## src/rtl/pipeline_ctrl_sequencer_if.sv

```systemverilog
// -----------------------------------------------------------------------------
// pipeline_ctrl_sequencer_if
// Bundles the hazard/debug requests going into the pipeline control sequencer
// and the stage controls plus performance counters coming back out of it.
//   master : hazard unit / debug unit / pipeline registers side
//            (drives i_*, observes o_*)
//   slave  : the sequencer itself (observes i_*, drives o_*)
// Clock and reset are plain ports on the sequencer, not part of this bundle.
// -----------------------------------------------------------------------------
interface pipeline_ctrl_sequencer_if #(
    parameter int CNT_WIDTH = 16
);
    logic                 i_stall;
    logic                 i_flush;
    logic                 i_halt;
    logic                 i_resume;
    logic                 i_step;
    logic                 i_cnt_clr;
    logic                 o_pc_we;
    logic                 o_if_id_we;
    logic                 o_if_id_flush;
    logic                 o_id_ex_bubble;
    logic                 o_draining;
    logic                 o_halted;
    logic [CNT_WIDTH-1:0] o_stall_cnt;
    logic [CNT_WIDTH-1:0] o_flush_cnt;

    modport master (
        output i_stall, i_flush, i_halt, i_resume, i_step, i_cnt_clr,
        input  o_pc_we, o_if_id_we, o_if_id_flush, o_id_ex_bubble,
               o_draining, o_halted, o_stall_cnt, o_flush_cnt
    );

    modport slave (
        input  i_stall, i_flush, i_halt, i_resume, i_step, i_cnt_clr,
        output o_pc_we, o_if_id_we, o_if_id_flush, o_id_ex_bubble,
               o_draining, o_halted, o_stall_cnt, o_flush_cnt
    );
endinterface

```

## src/rtl/pipeline_ctrl_sequencer.sv

```systemverilog
// -----------------------------------------------------------------------------
// pipeline_ctrl_sequencer
// Turns hazard-unit stall/flush/halt requests into per-stage pipeline register
// controls and owns the run/halt state machine (drain after HALT, halted hold,
// debug resume and single-step). Keeps saturating stall/flush cycle counters.
//
// Ports:
//   i_clk    - system clock, rising edge
//   i_rst_n  - asynchronous active-low reset
//   bus      - pipeline_ctrl_sequencer_if.slave
//              in : i_stall, i_flush, i_halt, i_resume, i_step, i_cnt_clr
//              out: o_pc_we, o_if_id_we, o_if_id_flush, o_id_ex_bubble
//                   (combinational, same cycle as the hazard),
//                   o_draining, o_halted (decoded from the state register),
//                   o_stall_cnt, o_flush_cnt (saturating counters)
// -----------------------------------------------------------------------------
module pipeline_ctrl_sequencer #(
    parameter int DRAIN_CYCLES = 3,
    parameter int CNT_WIDTH    = 16
) (
    input  logic                        i_clk,
    input  logic                        i_rst_n,
    pipeline_ctrl_sequencer_if.slave    bus
);

    typedef enum logic [1:0] {
        RUN    = 2'd0,
        DRAIN  = 2'd1,
        HALTED = 2'd2,
        STEP   = 2'd3
    } state_t;

    localparam logic [3:0]           DRAIN_LOAD = 4'(DRAIN_CYCLES - 1);
    localparam logic [CNT_WIDTH-1:0] CNT_ONE    = {{(CNT_WIDTH-1){1'b0}}, 1'b1};

    state_t               state_r;
    state_t               state_nxt_s;
    logic [3:0]           drain_cnt_r;
    logic [3:0]           drain_cnt_nxt_s;
    logic                 pc_we_s;
    logic                 if_id_we_s;
    logic                 if_id_flush_s;
    logic                 id_ex_bubble_s;
    logic                 stall_inc_s;
    logic                 flush_inc_s;
    logic [CNT_WIDTH-1:0] stall_cnt_r;
    logic [CNT_WIDTH-1:0] flush_cnt_r;

    // Increment that sticks at all-ones instead of wrapping.
    function automatic logic [CNT_WIDTH-1:0] sat_inc(input logic [CNT_WIDTH-1:0] v);
        if (&v) begin
            return v;
        end else begin
            return v + CNT_ONE;
        end
    endfunction

    // State and drain-counter register.
    always_ff @(posedge i_clk or negedge i_rst_n) begin
        if (!i_rst_n) begin
            state_r     <= RUN;
            drain_cnt_r <= 4'd0;
        end else begin
            state_r     <= state_nxt_s;
            drain_cnt_r <= drain_cnt_nxt_s;
        end
    end

    // Next-state logic and stage controls from current state and inputs.
    always_comb begin
        state_nxt_s     = state_r;
        drain_cnt_nxt_s = drain_cnt_r;
        pc_we_s         = 1'b0;
        if_id_we_s      = 1'b0;
        if_id_flush_s   = 1'b0;
        id_ex_bubble_s  = 1'b0;
        stall_inc_s     = 1'b0;
        flush_inc_s     = 1'b0;
        case (state_r)
            RUN: begin
                if (bus.i_flush) begin
                    // A HALT sitting in ID on the wrong path is squashed here.
                    pc_we_s        = 1'b1;
                    if_id_we_s     = 1'b1;
                    if_id_flush_s  = 1'b1;
                    id_ex_bubble_s = 1'b1;
                    flush_inc_s    = 1'b1;
                end else if (bus.i_halt) begin
                    // IF/ID is held so the HALT is re-decoded after resume.
                    id_ex_bubble_s  = 1'b1;
                    drain_cnt_nxt_s = DRAIN_LOAD;
                    state_nxt_s     = DRAIN;
                end else if (bus.i_stall) begin
                    id_ex_bubble_s = 1'b1;
                    stall_inc_s    = 1'b1;
                end else begin
                    pc_we_s    = 1'b1;
                    if_id_we_s = 1'b1;
                end
            end
            DRAIN: begin
                id_ex_bubble_s = 1'b1;
                if (drain_cnt_r == 4'd0) begin
                    state_nxt_s = HALTED;
                end else begin
                    drain_cnt_nxt_s = drain_cnt_r - 4'd1;
                end
            end
            HALTED: begin
                id_ex_bubble_s = 1'b1;
                if (bus.i_resume) begin
                    state_nxt_s = RUN;
                end else if (bus.i_step) begin
                    state_nxt_s = STEP;
                end else begin
                    state_nxt_s = HALTED;
                end
            end
            STEP: begin
                pc_we_s         = 1'b1;
                if_id_we_s      = 1'b1;
                if_id_flush_s   = bus.i_flush;
                drain_cnt_nxt_s = DRAIN_LOAD;
                state_nxt_s     = DRAIN;
            end
            default: begin
                state_nxt_s     = RUN;
                drain_cnt_nxt_s = 4'd0;
            end
        endcase
    end

    // Performance counters; a clear beats an increment in the same cycle.
    always_ff @(posedge i_clk or negedge i_rst_n) begin
        if (!i_rst_n) begin
            stall_cnt_r <= '0;
            flush_cnt_r <= '0;
        end else if (bus.i_cnt_clr) begin
            stall_cnt_r <= '0;
            flush_cnt_r <= '0;
        end else begin
            if (stall_inc_s) begin
                stall_cnt_r <= sat_inc(stall_cnt_r);
            end
            if (flush_inc_s) begin
                flush_cnt_r <= sat_inc(flush_cnt_r);
            end
        end
    end

    // Combinational controls are forced low while reset is held.
    assign bus.o_pc_we        = i_rst_n & pc_we_s;
    assign bus.o_if_id_we     = i_rst_n & if_id_we_s;
    assign bus.o_if_id_flush  = i_rst_n & if_id_flush_s;
    assign bus.o_id_ex_bubble = i_rst_n & id_ex_bubble_s;
    assign bus.o_draining     = (state_r == DRAIN);
    assign bus.o_halted       = (state_r == HALTED);
    assign bus.o_stall_cnt    = stall_cnt_r;
    assign bus.o_flush_cnt    = flush_cnt_r;

endmodule

```

## src/flat_wrapper.sv

```systemverilog
// flat-port wrapper written by rule: the top's interface ports become plain ports
module pipeline_ctrl_sequencer_flat 
#(
    parameter int DRAIN_CYCLES = 3,
    parameter int CNT_WIDTH    = 16
)
  (i_clk, i_rst_n, bus_i_stall, bus_i_flush, bus_i_halt, bus_i_resume, bus_i_step, bus_i_cnt_clr, bus_o_pc_we, bus_o_if_id_we, bus_o_if_id_flush, bus_o_id_ex_bubble, bus_o_draining, bus_o_halted, bus_o_stall_cnt, bus_o_flush_cnt);
  pipeline_ctrl_sequencer_if #(.CNT_WIDTH(CNT_WIDTH)) bus_i ();
  input  logic i_clk;
  input  logic i_rst_n;
  input wire logic [$bits(bus_i.i_stall)-1:0] bus_i_stall;
  input wire logic [$bits(bus_i.i_flush)-1:0] bus_i_flush;
  input wire logic [$bits(bus_i.i_halt)-1:0] bus_i_halt;
  input wire logic [$bits(bus_i.i_resume)-1:0] bus_i_resume;
  input wire logic [$bits(bus_i.i_step)-1:0] bus_i_step;
  input wire logic [$bits(bus_i.i_cnt_clr)-1:0] bus_i_cnt_clr;
  output wire logic [$bits(bus_i.o_pc_we)-1:0] bus_o_pc_we;
  output wire logic [$bits(bus_i.o_if_id_we)-1:0] bus_o_if_id_we;
  output wire logic [$bits(bus_i.o_if_id_flush)-1:0] bus_o_if_id_flush;
  output wire logic [$bits(bus_i.o_id_ex_bubble)-1:0] bus_o_id_ex_bubble;
  output wire logic [$bits(bus_i.o_draining)-1:0] bus_o_draining;
  output wire logic [$bits(bus_i.o_halted)-1:0] bus_o_halted;
  output wire logic [$bits(bus_i.o_stall_cnt)-1:0] bus_o_stall_cnt;
  output wire logic [$bits(bus_i.o_flush_cnt)-1:0] bus_o_flush_cnt;
  assign bus_i.i_stall = bus_i_stall;
  assign bus_i.i_flush = bus_i_flush;
  assign bus_i.i_halt = bus_i_halt;
  assign bus_i.i_resume = bus_i_resume;
  assign bus_i.i_step = bus_i_step;
  assign bus_i.i_cnt_clr = bus_i_cnt_clr;
  assign bus_o_pc_we = bus_i.o_pc_we;
  assign bus_o_if_id_we = bus_i.o_if_id_we;
  assign bus_o_if_id_flush = bus_i.o_if_id_flush;
  assign bus_o_id_ex_bubble = bus_i.o_id_ex_bubble;
  assign bus_o_draining = bus_i.o_draining;
  assign bus_o_halted = bus_i.o_halted;
  assign bus_o_stall_cnt = bus_i.o_stall_cnt;
  assign bus_o_flush_cnt = bus_i.o_flush_cnt;
  pipeline_ctrl_sequencer #(.DRAIN_CYCLES(DRAIN_CYCLES), .CNT_WIDTH(CNT_WIDTH)) u_core (.i_clk(i_clk), .i_rst_n(i_rst_n), .bus(bus_i));
endmodule
```

## config.mk

```make
export PLATFORM = sky130hd
export DESIGN_NAME = pipeline_ctrl_sequencer_flat
export DESIGN_NICKNAME = d
export VERILOG_FILES = /design/src/rtl/pipeline_ctrl_sequencer_if.sv /design/src/rtl/pipeline_ctrl_sequencer.sv /design/src/flat_wrapper.sv
export SDC_FILE = /design/constraint.sdc
export NUM_CORES = 1
export LEC_CHECK = 0
export CORE_MARGIN = 4
export CORE_UTILIZATION = 49
export CTS_BUF_LIST = sky130_fd_sc_hd__clkbuf_4
export DETAILED_ROUTE_END_ITERATION = 8
export PLACE_DENSITY = 0.79
export REMOVE_ABC_BUFFERS = 1
export SETUP_SLACK_MARGIN = 0.15
export SYNTH_ARGS = -nofsm -noshare
export SYNTH_HDL_FRONTEND = slang
export SYNTH_SLANG_ARGS = --single-unit
```

## constraint.sdc

```tcl
create_clock -name i_clk -period 1.9 [get_ports i_clk]
set_input_delay 0.38 -clock i_clk [delete_from_list [all_inputs] [get_ports i_clk]]
set_output_delay 0.38 -clock i_clk [all_outputs]
set_load 0.02 [all_outputs]
```

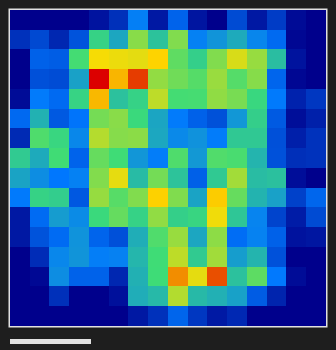
(wiring heat map)
Bar = 20 um. The die is cut into 16 by 16 equal tiles; dark blue is low, red is high, scaled to the fullest tile. Values are wire area over tile area, all layers added.
The fullest tile reaches 0.57. The mean over all tiles is 0.18. 25% of the tiles are over half the peak. 14% of the tiles are nearly empty. The emptiest ninth of the die: bottom left.
post-detailed-route wirelength per cell: 16.4 um
total global routing track utilization: 0.214
number of vias in the routed layout: 2450

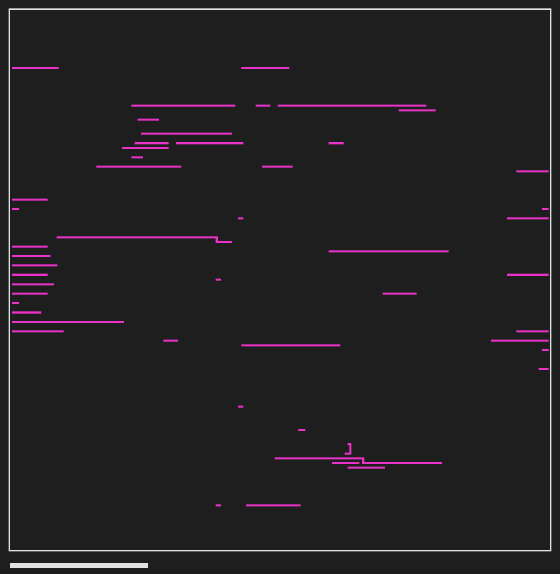
(the metal 3 layer)
Bar = 20 um.
The layer carries 315 um of wire. 43 nets have wire on it. The layer holds 4.6% of the routed length. The longest straight run is 23.0 um. The wires run mostly horizontal.

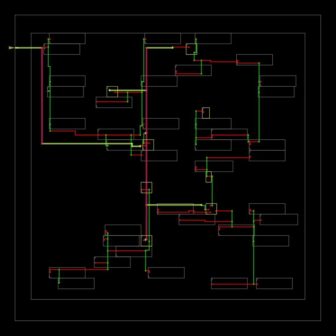
(clock routing)
clock network power consumption: 431 uW
clock tree sinks: 38
number of buffers created by CTS: 5
sequential cell count: 38

==> run notes <==
Notes on the physical implementation.

- The flow ran to the end, but the final reports show violations.
- The final reports fail on setup timing.
- The internal portion of the total power is 1.63 mW.
- The final antenna diode tally reported by the flow is 0.
- The synthesized design spends more area on one cell type than any other, namely sky130_fd_sc_hd__dfrtp_1.
- The area overhead of the layout relative to synthesis is 47.0%, for reference.
- The report lists the number of cells resized after CTS as 91.
- By instance count after routing, the leading logic cell type is sky130_fd_sc_hd__dfrtp_1.
- Per the synth stats, the proportion of register bits with asynchronous set or reset is 1.00.
- The synthesis report lists the Yosys warning total as 0.
- The post-synthesis sequential area ratio is 0.395, for reference.
- The compound-cell area share of the yosys netlist is 0.145, for reference.
- The met3 layer usage reported by global route is 0.0367, for reference.
- The floorplan report gives the top-level pin count as 46.
- The largest fanout of any net on the critical path is 5, for reference.
- TritonCTS built the clock tree.
- The initial utilization of the core area, before any placement, comes to 0.506.
- Traced cell by cell, the critical path runs through inv_2 > ha_4 > and4bb_4 > nand3_4 > buf_6 > or4_1 > a21oi_1.
- The root buffer selected by CTS is sky130_fd_sc_hd__clkbuf_4, for reference.
- Per report_power, the top consumer among the power groups is combinational cells.
- The minimum clock period is 1.91 ns, for reference.
- The cell total after placement is 397, for reference.
- The finished cells cover 3540 um2.
- Clock-pin slew was measured on the worst setup and hold paths at 0.13 ns.
- The floorplan has 25 rows.
- met1 track demand over resource after global routing is 0.285.
- The number of maximum-capacitance violations recorded for the run is 0.
- The library cells used most frequently in the layout, excluding fill and tap cells, are sky130_fd_sc_hd__dfrtp_1 (36), sky130_fd_sc_hd__buf_4 (35), sky130_fd_sc_hd__dlygate4sd2_1 (34).
- The post-route met1 wirelength is 2940 um, for reference.
- For reference, the top cells by area after synthesis are sky130_fd_sc_hd__dfrtp_1 (40%), sky130_fd_sc_hd__a21oi_1 (4.8%), sky130_fd_sc_hd__ha_1 (4.7%).
- The script extracted a total leakage power of 1.59 nW.
- The endpoint of the lowest-slack register-to-register path is u_core.bus.o_stall_cnt[7]$_DFFE_PN0P_, for reference.
- The area of the chip is 6100 um2, for reference.
- Per the synth stats, the flop cell with the highest instance count is sky130_fd_sc_hd__dfrtp_1.
- The number of instances in the synthesized netlist is 261, for reference.
- The filler cell count is 351, for reference.
- Per the final layout report, the fraction of cells sized above drive strength 1 comes to 0.335.
- The register area is 953 um2, for reference.
- The part of the power in combinational logic is 0.473, for reference.
- Yosys stat counts 261 cells in the synthesized netlist.
- In this run, power in flip-flops and latches comes to 944 uW.
- The first-pass GRT wire length is 10500 um, for reference.
- Signal nets in the final route climb as high as met4.
- Looking at the post-CTS report, the setup buffer insertion count equals 6.
- The total of hold buffers inserted after clock tree synthesis is 0, for reference.
- Per the slew report, the remaining headroom to the max-slew limit stands at 0.602.
- The total length of routed met3 wires is 315 um, for reference.
- The peak ir drop on the vdd network is 0.912 mV, for reference.
- The worst flop-to-flop path startpoint is u_core.state_r[1]$_DFFE_PN0P_, for reference.
- The wire length after detailed routing is 6840 um, for reference.
- The clock passes through at most 2 buffers.
- After synthesis the netlist holds a flip-flop and latch count of 38.
- In the synthesized netlist, the cells that appear most often are sky130_fd_sc_hd__dfrtp_1 (38), sky130_fd_sc_hd__a21oi_1 (23), sky130_fd_sc_hd__nor2_1 (19).
- The worst setup path is of the register to register kind.
- Looking at the max-slew report, the worst-margin pin has a slew of 0.593 ns.
- Once layout is complete, the cells apart from fillers number 416.
- The switching component of the power was reported as 981 uW.
- The number of global-route vias before repair is 2189, for reference.
- The number of library cell types mapped by synthesis is 47, for reference.
- The detailed placer's ending HPWL is 4330 um, for reference.
- The x dimension of the die is 78.1 um, for reference.
- The average size of a mapped cell is 9.22 um2, for reference.
- Endpoints with negative setup slack in the final report add up to 2.
- The clock latency at the later pin of the worst-skew pair is 0.36 ns, for reference.
- The area after detailed placement is 3150 um2, for reference.
- The met2 track utilization from global routing is 0.355, for reference.
- The multi-input logic area is 1620 um2, for reference.
- Setup repair after global routing could not meet its margin everywhere.
- The area fraction in full adders, half adders and majority gates is 0.0468, for reference.
- The post-route worst setup slack is -0.0115 ns, for reference.
- The number of nets with antenna violations after detailed routing is 0, for reference.
- The share of synthesized area spent on multiplexers is 0.0634, for reference.
- For this design, the slowest cell found on the critical path is sky130_fd_sc_hd__dfrtp_1.
- Of the combinational cells, the family taking the most area is simple AND/OR/NAND/NOR gates.
- The number of warnings reported in the stage logs is 32.
- The total count of hold-check failures in the final report is 0, for reference.
- The initial antenna violation count is 0.
- In this run the most used layer during global routing was met2.
- Summed over all nets, wire length on met2 after detailed routing comes to 3460 um.
- The required time of the critical path is 2.19 ns, for reference.
- The combinational power is 1.24 mW, for reference.
- The mean number of vias per cell is 5.89, for reference.
- The clock tree synthesis step divided the H-tree into 2 levels.
- The worst hold margin is 0.148 ns, for reference.
- The final routed DRC violation total is 0, for reference.
- The floorplan core area is 4750 um2, for reference.
- After its last routability iteration, the placer logged a weighted congestion of 0.835.
- The timing report gives the biggest stage delay along the critical path as 0.42 ns.
- The power report attributes to the clock group a share of 0.165.
- The synthesis area per yosys is 2410 um2, for reference.
- The area fraction of the largest cell type after synthesis is 0.395.
- Counting flops with a built-in enable in the synthesized netlist gives 0.
- The category of the worst setup path capture point is a register, for reference.
- Per the final report, max-transition violations number 0.
- The final clock period utilization by the worst path is 1.01, for reference.
- In the final run the clock tree shows a worst skew of 0.0151 ns.
- The utilization of the core after routing is 0.744, for reference.
- According to the report, the first pass of detailed routing completed in 4 iterations.
- The count of buffers added on input and output ports is 45.
- The script computed a power per unit cell area of 738 nW/um2.
- Following the worst setup path forward leads to its endpoint at u_core.bus.o_stall_cnt[7]$_DFFE_PN0P_.
- In this run, the synthesized area fraction spent on and/or/nand/nor cells is recorded as 0.313.
- The total standard cell area after synthesis is 2410 um2, for reference.
- By instance count, the leading cell after synthesis is sky130_fd_sc_hd__dfrtp_1.
- In this run the worst hold path is classified as input pin to async pin.
- The design draws 2.61 mW.
- The number of cells traversed by the worst register-to-register path is 7, for reference.
- The arrival time of the worst setup path is 2.21 ns, for reference.
- Entering global routing, the biggest net connects 39 pins.
- Based on the critical path, the design can be clocked at up to 0.523 GHz.
- The worst setup path is launched from a register.
- The sequential power share is 0.361, for reference.
- The cell-mix breakdown from Yosys lists the XOR/XNOR area share as 0.
-- cell type report --
| class | instances | area share |
|---|---|---|
| inverters | 12 | 0.0127 |
| repair buffers | 89 | 0.221 |
| clock inverters | 3 | 0.00460 |
| flip-flops and latches | 38 | 0.270 |
| well taps | 67 | 0.0237 |
| clock buffers | 5 | 0.0106 |
| multi-input cells | 202 | 0.457 |
-- flip-flops by register name (all words and copies together), names as in the netlist --
register / cells
u_core.drain_cnt_r: 4
u_core.bus.o_stall_cnt: 16
u_core.state_r: 2
u_core.bus.o_flush_cnt: 16
-- critical path, delay by kind of cell (launching register included) --
kind | cells | cell delay [ns]
buf+inv | 2 | 0.24
flops | 1 | 0.42
compound gates | 1 | 0.17
simple gates | 3 | 0.87
fa+ha+maj | 1 | 0.17
Power is estimated from default activity; no workload was simulated.
